<file path="src/rtl/sar_pkg.sv">
// Shared types and defaults for the SAR result averager.
package sar_pkg;

    typedef enum logic [2:0] {
        ST_IDLE,
        ST_HOLD,
        ST_WAIT_EOC,
        ST_RELEASE,
        ST_OUTPUT
    } sar_state_e;

    localparam int SAR_N_BITS_DEF  = 10;
    localparam int SAR_TIMEOUT_DEF = 64;

endpackage

</file>
<file path="src/rtl/sar_result_averager_if.sv">
// ADC-side and consumer-side signals of the averager, bundled for port hookup.
interface sar_result_averager_if #(
    parameter int N_BITS = sar_pkg::SAR_N_BITS_DEF
) ();
    logic              start_digital;
    logic              input_hold_digital;
    logic              eoc;
    logic [N_BITS-1:0] adc_result_digital;
    logic [N_BITS-1:0] avg_result_digital;
    logic              avg_valid;
    logic              avg_ready;
    logic              busy;
    logic              timeout_err;

    modport slave (
        input  start_digital, eoc, adc_result_digital, avg_ready,
        output input_hold_digital, avg_result_digital, avg_valid, busy, timeout_err
    );

    modport master (
        output start_digital, eoc, adc_result_digital, avg_ready,
        input  input_hold_digital, avg_result_digital, avg_valid, busy, timeout_err
    );
endinterface

</file>
<file path="src/rtl/sar_accumulator.sv">
// Sums 2^AVG_LOG2 ADC samples; width is sized so the full sum can never wrap.
module sar_accumulator #(
    parameter int N_BITS   = sar_pkg::SAR_N_BITS_DEF,
    parameter int AVG_LOG2 = 2
) (
    input  logic                       clk,
    input  logic                       reset,
    input  logic                       clear_i,
    input  logic                       add_i,
    input  logic [N_BITS-1:0]          sample_i,
    output logic [N_BITS+AVG_LOG2-1:0] sum_o,
    output logic [AVG_LOG2:0]          count_o,
    output logic                       done_o
);
    localparam int SW = N_BITS + AVG_LOG2;
    localparam int CW = AVG_LOG2 + 1;
    localparam logic [CW-1:0] N_SAMPLES = CW'(2 ** AVG_LOG2);

    logic [SW-1:0] sum_q, sum_d;
    logic [CW-1:0] cnt_q, cnt_d;

    always_ff @(posedge clk) begin
        if (reset) begin
            sum_q <= '0;
            cnt_q <= '0;
        end else begin
            sum_q <= sum_d;
            cnt_q <= cnt_d;
        end
    end

    always_comb begin
        sum_d = sum_q;
        cnt_d = cnt_q;
        if (clear_i) begin
            sum_d = '0;
            cnt_d = '0;
        end else if (add_i) begin
            sum_d = sum_q + SW'(sample_i);
            cnt_d = cnt_q + CW'(1);
        end
    end

    assign sum_o   = sum_q;
    assign count_o = cnt_q;
    assign done_o  = (cnt_q == N_SAMPLES);

    // A sample arriving once the window is full would break the no-wrap sizing.
    a_no_overflow: assert property (@(posedge clk) disable iff (reset)
        (add_i && !clear_i) |-> (cnt_q < N_SAMPLES));

endmodule

</file>
<file path="src/rtl/sar_result_averager.sv">
// Sequences hold/convert cycles on a SAR ADC and presents the truncated mean
// of 2^AVG_LOG2 results through a valid/ready handshake.
module sar_result_averager
    import sar_pkg::*;
#(
    parameter int N_BITS   = SAR_N_BITS_DEF,
    parameter int AVG_LOG2 = 2,
    parameter int TIMEOUT  = SAR_TIMEOUT_DEF
) (
    input  logic                  clk,
    input  logic                  reset,
    sar_result_averager_if.slave  bus
);
    localparam int TW = $clog2(TIMEOUT + 1);
    localparam logic [TW-1:0] TMO_LAST = TW'(TIMEOUT - 1);

    sar_state_e state_q, state_d;
    logic          eoc_q;
    logic [TW-1:0] tmo_q, tmo_d;
    logic          err_q, err_d;
    logic          eoc_rise;
    logic          acc_clear, acc_add, acc_done;
    logic [N_BITS+AVG_LOG2-1:0] acc_sum;
    logic [AVG_LOG2:0]          acc_count;

    assign eoc_rise = bus.eoc & ~eoc_q;

    sar_accumulator #(
        .N_BITS   (N_BITS),
        .AVG_LOG2 (AVG_LOG2)
    ) u_acc (
        .clk      (clk),
        .reset    (reset),
        .clear_i  (acc_clear),
        .add_i    (acc_add),
        .sample_i (bus.adc_result_digital),
        .sum_o    (acc_sum),
        .count_o  (acc_count),
        .done_o   (acc_done)
    );

    always_ff @(posedge clk) begin
        if (reset) begin
            state_q <= ST_IDLE;
            eoc_q   <= 1'b0;
            tmo_q   <= '0;
            err_q   <= 1'b0;
        end else begin
            state_q <= state_d;
            eoc_q   <= bus.eoc;
            tmo_q   <= tmo_d;
            err_q   <= err_d;
        end
    end

    always_comb begin
        state_d   = state_q;
        tmo_d     = tmo_q;
        err_d     = err_q;
        acc_clear = 1'b0;
        acc_add   = 1'b0;
        unique case (state_q)
            ST_IDLE: begin
                acc_clear = 1'b1;
                tmo_d     = '0;
                if (bus.start_digital) state_d = ST_HOLD;
            end
            ST_HOLD: begin
                tmo_d   = '0;
                state_d = ST_WAIT_EOC;
            end
            ST_WAIT_EOC: begin
                // A capture on the last allowed cycle beats the timeout.
                if (eoc_rise) begin
                    acc_add = 1'b1;
                    state_d = ST_RELEASE;
                end else if (tmo_q == TMO_LAST) begin
                    err_d     = 1'b1;
                    acc_clear = 1'b1;
                    state_d   = ST_IDLE;
                end else begin
                    tmo_d = tmo_q + TW'(1);
                end
            end
            ST_RELEASE: state_d = acc_done ? ST_OUTPUT : ST_HOLD;
            ST_OUTPUT:  if (bus.avg_ready) state_d = ST_IDLE;
            default:    state_d = ST_IDLE;
        endcase
    end

    assign bus.input_hold_digital = (state_q == ST_HOLD) || (state_q == ST_WAIT_EOC);
    assign bus.avg_valid          = (state_q == ST_OUTPUT);
    assign bus.busy               = (state_q != ST_IDLE);
    assign bus.timeout_err        = err_q;
    assign bus.avg_result_digital = acc_sum[N_BITS+AVG_LOG2-1 -: N_BITS];

    a_valid_stable: assert property (@(posedge clk) disable iff (reset)
        (bus.avg_valid && !bus.avg_ready) |=> (bus.avg_valid && $stable(bus.avg_result_digital)));
    a_hold_low: assert property (@(posedge clk)
        (state_q inside {ST_IDLE, ST_RELEASE, ST_OUTPUT}) |-> !bus.input_hold_digital);

endmodule

</file>
<file path="src/flat_wrapper.sv">
// flat-port wrapper written by rule: the top's interface ports become plain ports
module sar_result_averager_flat import sar_pkg::*;
#(
    parameter int N_BITS   = SAR_N_BITS_DEF,
    parameter int AVG_LOG2 = 2,
    parameter int TIMEOUT  = SAR_TIMEOUT_DEF
)
  (clk, reset, bus_start_digital, bus_eoc, bus_adc_result_digital, bus_avg_ready, bus_input_hold_digital, bus_avg_result_digital, bus_avg_valid, bus_busy, bus_timeout_err);
  sar_result_averager_if #(.N_BITS(N_BITS)) bus_i ();
  input  logic clk;
  input  logic reset;
  input wire logic [$bits(bus_i.start_digital)-1:0] bus_start_digital;
  input wire logic [$bits(bus_i.eoc)-1:0] bus_eoc;
  input wire logic [$bits(bus_i.adc_result_digital)-1:0] bus_adc_result_digital;
  input wire logic [$bits(bus_i.avg_ready)-1:0] bus_avg_ready;
  output wire logic [$bits(bus_i.input_hold_digital)-1:0] bus_input_hold_digital;
  output wire logic [$bits(bus_i.avg_result_digital)-1:0] bus_avg_result_digital;
  output wire logic [$bits(bus_i.avg_valid)-1:0] bus_avg_valid;
  output wire logic [$bits(bus_i.busy)-1:0] bus_busy;
  output wire logic [$bits(bus_i.timeout_err)-1:0] bus_timeout_err;
  assign bus_i.start_digital = bus_start_digital;
  assign bus_i.eoc = bus_eoc;
  assign bus_i.adc_result_digital = bus_adc_result_digital;
  assign bus_i.avg_ready = bus_avg_ready;
  assign bus_input_hold_digital = bus_i.input_hold_digital;
  assign bus_avg_result_digital = bus_i.avg_result_digital;
  assign bus_avg_valid = bus_i.avg_valid;
  assign bus_busy = bus_i.busy;
  assign bus_timeout_err = bus_i.timeout_err;
  sar_result_averager #(.N_BITS(N_BITS), .AVG_LOG2(AVG_LOG2), .TIMEOUT(TIMEOUT)) u_core (.clk(clk), .reset(reset), .bus(bus_i));
endmodule
</file>
<file path="config.mk">
export PLATFORM = sky130hd
export DESIGN_NAME = sar_result_averager_flat
export DESIGN_NICKNAME = d
export VERILOG_FILES = /design/src/rtl/sar_pkg.sv /design/src/rtl/sar_result_averager_if.sv /design/src/rtl/sar_accumulator.sv /design/src/rtl/sar_result_averager.sv /design/src/flat_wrapper.sv
export SDC_FILE = /design/constraint.sdc
export NUM_CORES = 1
export LEC_CHECK = 0
export ABC_AREA = 1
export ABC_CLOCK_PERIOD_IN_PS = 3700
export CELL_PAD_IN_SITES_DETAIL_PLACEMENT = 1
export CELL_PAD_IN_SITES_GLOBAL_PLACEMENT = 2
export CORE_MARGIN = 8
export CORE_UTILIZATION = 33
export CTS_BUF_LIST = sky130_fd_sc_hd__clkbuf_4 sky130_fd_sc_hd__clkbuf_8
export DETAILED_ROUTE_END_ITERATION = 7
export PLACE_DENSITY_LB_ADDON = 0.1
export REMOVE_ABC_BUFFERS = 1
export SYNTH_ARGS = -nofsm -noshare
export SYNTH_HDL_FRONTEND = slang
export SYNTH_SLANG_ARGS = --single-unit
</file>
<file path="constraint.sdc">
create_clock -name clk -period 3.7 [get_ports clk]
set_input_delay 0.37 -clock clk [delete_from_list [all_inputs] [get_ports clk]]
set_output_delay 0.37 -clock clk [all_outputs]
set_load 0.05 [all_outputs]
</file>
### Sequential cells colored by netlist name

Scale bar: 20 um. Other sequential cells in the stronger gray, the rest of the logic in the fainter gray.
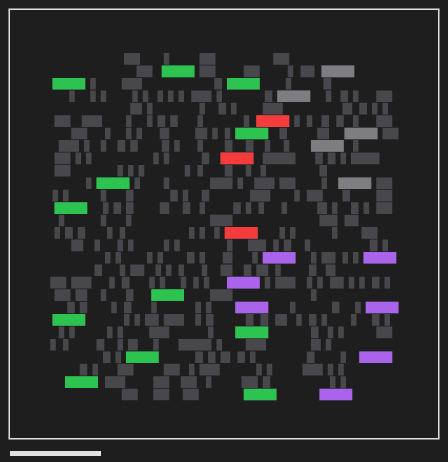
Key: u_core.u_acc.sum_o = green [sequential cells 12]; u_core.tmo_q = purple [sequential cells 7]; u_core.u_acc.count_o = red [sequential cells 3]
sequential logic power: 316 uW
sequential cell area share: 0.236
share of the core filled with cells: 0.390
Storage cell area: 541 um2

### Metal layers overlaid

Scale bar: 20 um. Two of the layers only.
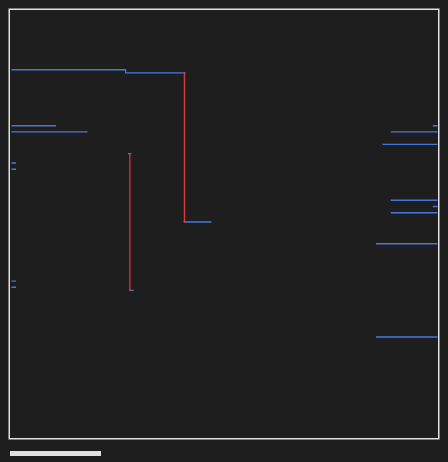
Key: M3 = blue [wire length 143 um]; M4 = red [wire length 62.6 um]
routed wire length per instance: 13.5 um
final wirelength: 5300 um
all-layer global routing usage: 0.132
vias: 1830

### Cell classes on the final placement

Scale bar: 20 um.
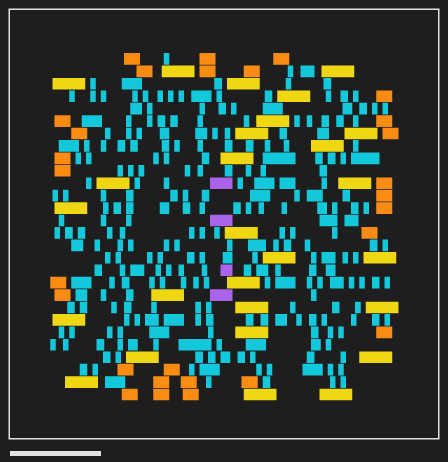
Key: remaining logic cells = cyan [cells 259, share of their area 60%]; remaining buffers and delay cells = orange [cells 28, share of their area 13%]; clock drivers and dummy loads = purple [cells 4, share of their area 2.2%]; registers = yellow [cells 27, share of their area 25%]
floorplan row count: 28
post-route cell area: 2290 um2
area of the core: 5890 um2

==> notes.md <==
run metrics: Setup Fix Bufs, Post-CTS=0, antenna diode count=0, worst reg-to-reg setup slack=1890 ps, height of the chip=93.7 um, Worst Setup Slack, final=1250 ps, Final TNS setup=0 ps, Post-synth area hogs=dfxtp_1 27%, nand2_1 14%, ha_1 8.2%, r2r startpoint=u_core.u_acc.sum_o[0], DR WL met3=142 um, layout buffering overhead excluding clock cells=0.122, Req. time, crit path=3330 ps, Syn Area/Cell=6.61 um2, Post-synth EDFFs=0, proportion of cell area spent on the clock network=0.0213, fraction of power consumed by the clock network=0.255, post-cts repair resize count=0, number of cell instances after yosys synthesis=301, hold violation total from the final report=0, critical-path cell list=nor2_1 -> inv_1 -> o21ai_0 -> clkdlybuf4s50_1, post-synthesis async set-or-reset flop share=0, xor and xnor fraction of the mapped netlist area=0.0176, register clock-pin slew on the reported worst setup and hold paths=100 ps, Adder Area Share=0.0918, endpoint with the worst hold slack=u_core.bus.timeout_err, run status=finished, final reports clean, Clk Tree Root Cell=clkbuf_8, worst-case vdd ir drop=0.000171 V, Max Buffers Root-to-Sink=2, mux share of post-synthesis cell area=0, cell leakage power=1.02 nW, first-pass GRT wire length=9410 um, Area Growth Syn to Fin=15.2%, Top-area cell share=0.272, largest net degree at the start of global routing=25, Post-CTS Hold Fix Bufs=0, synthesis-stage register bit count=27, commonest non-fill, non-tap cells in the layout=76 x nand2_1, 43 x inv_1, 35 x nor2_1, vias per std cell=4.66, Boundary Pins=29, number of antenna violations at the first check in global routing=0, met2 global-route usage=0.243, Simple-Gate Fraction of Synth Area=0.380, register share after synthesis=0.272, worst slack after detailed placement=1400 ps, H-Tree Level Count=1, final layout net count=348
Power figures rest on the tool's default switching activity, not on a simulated workload.
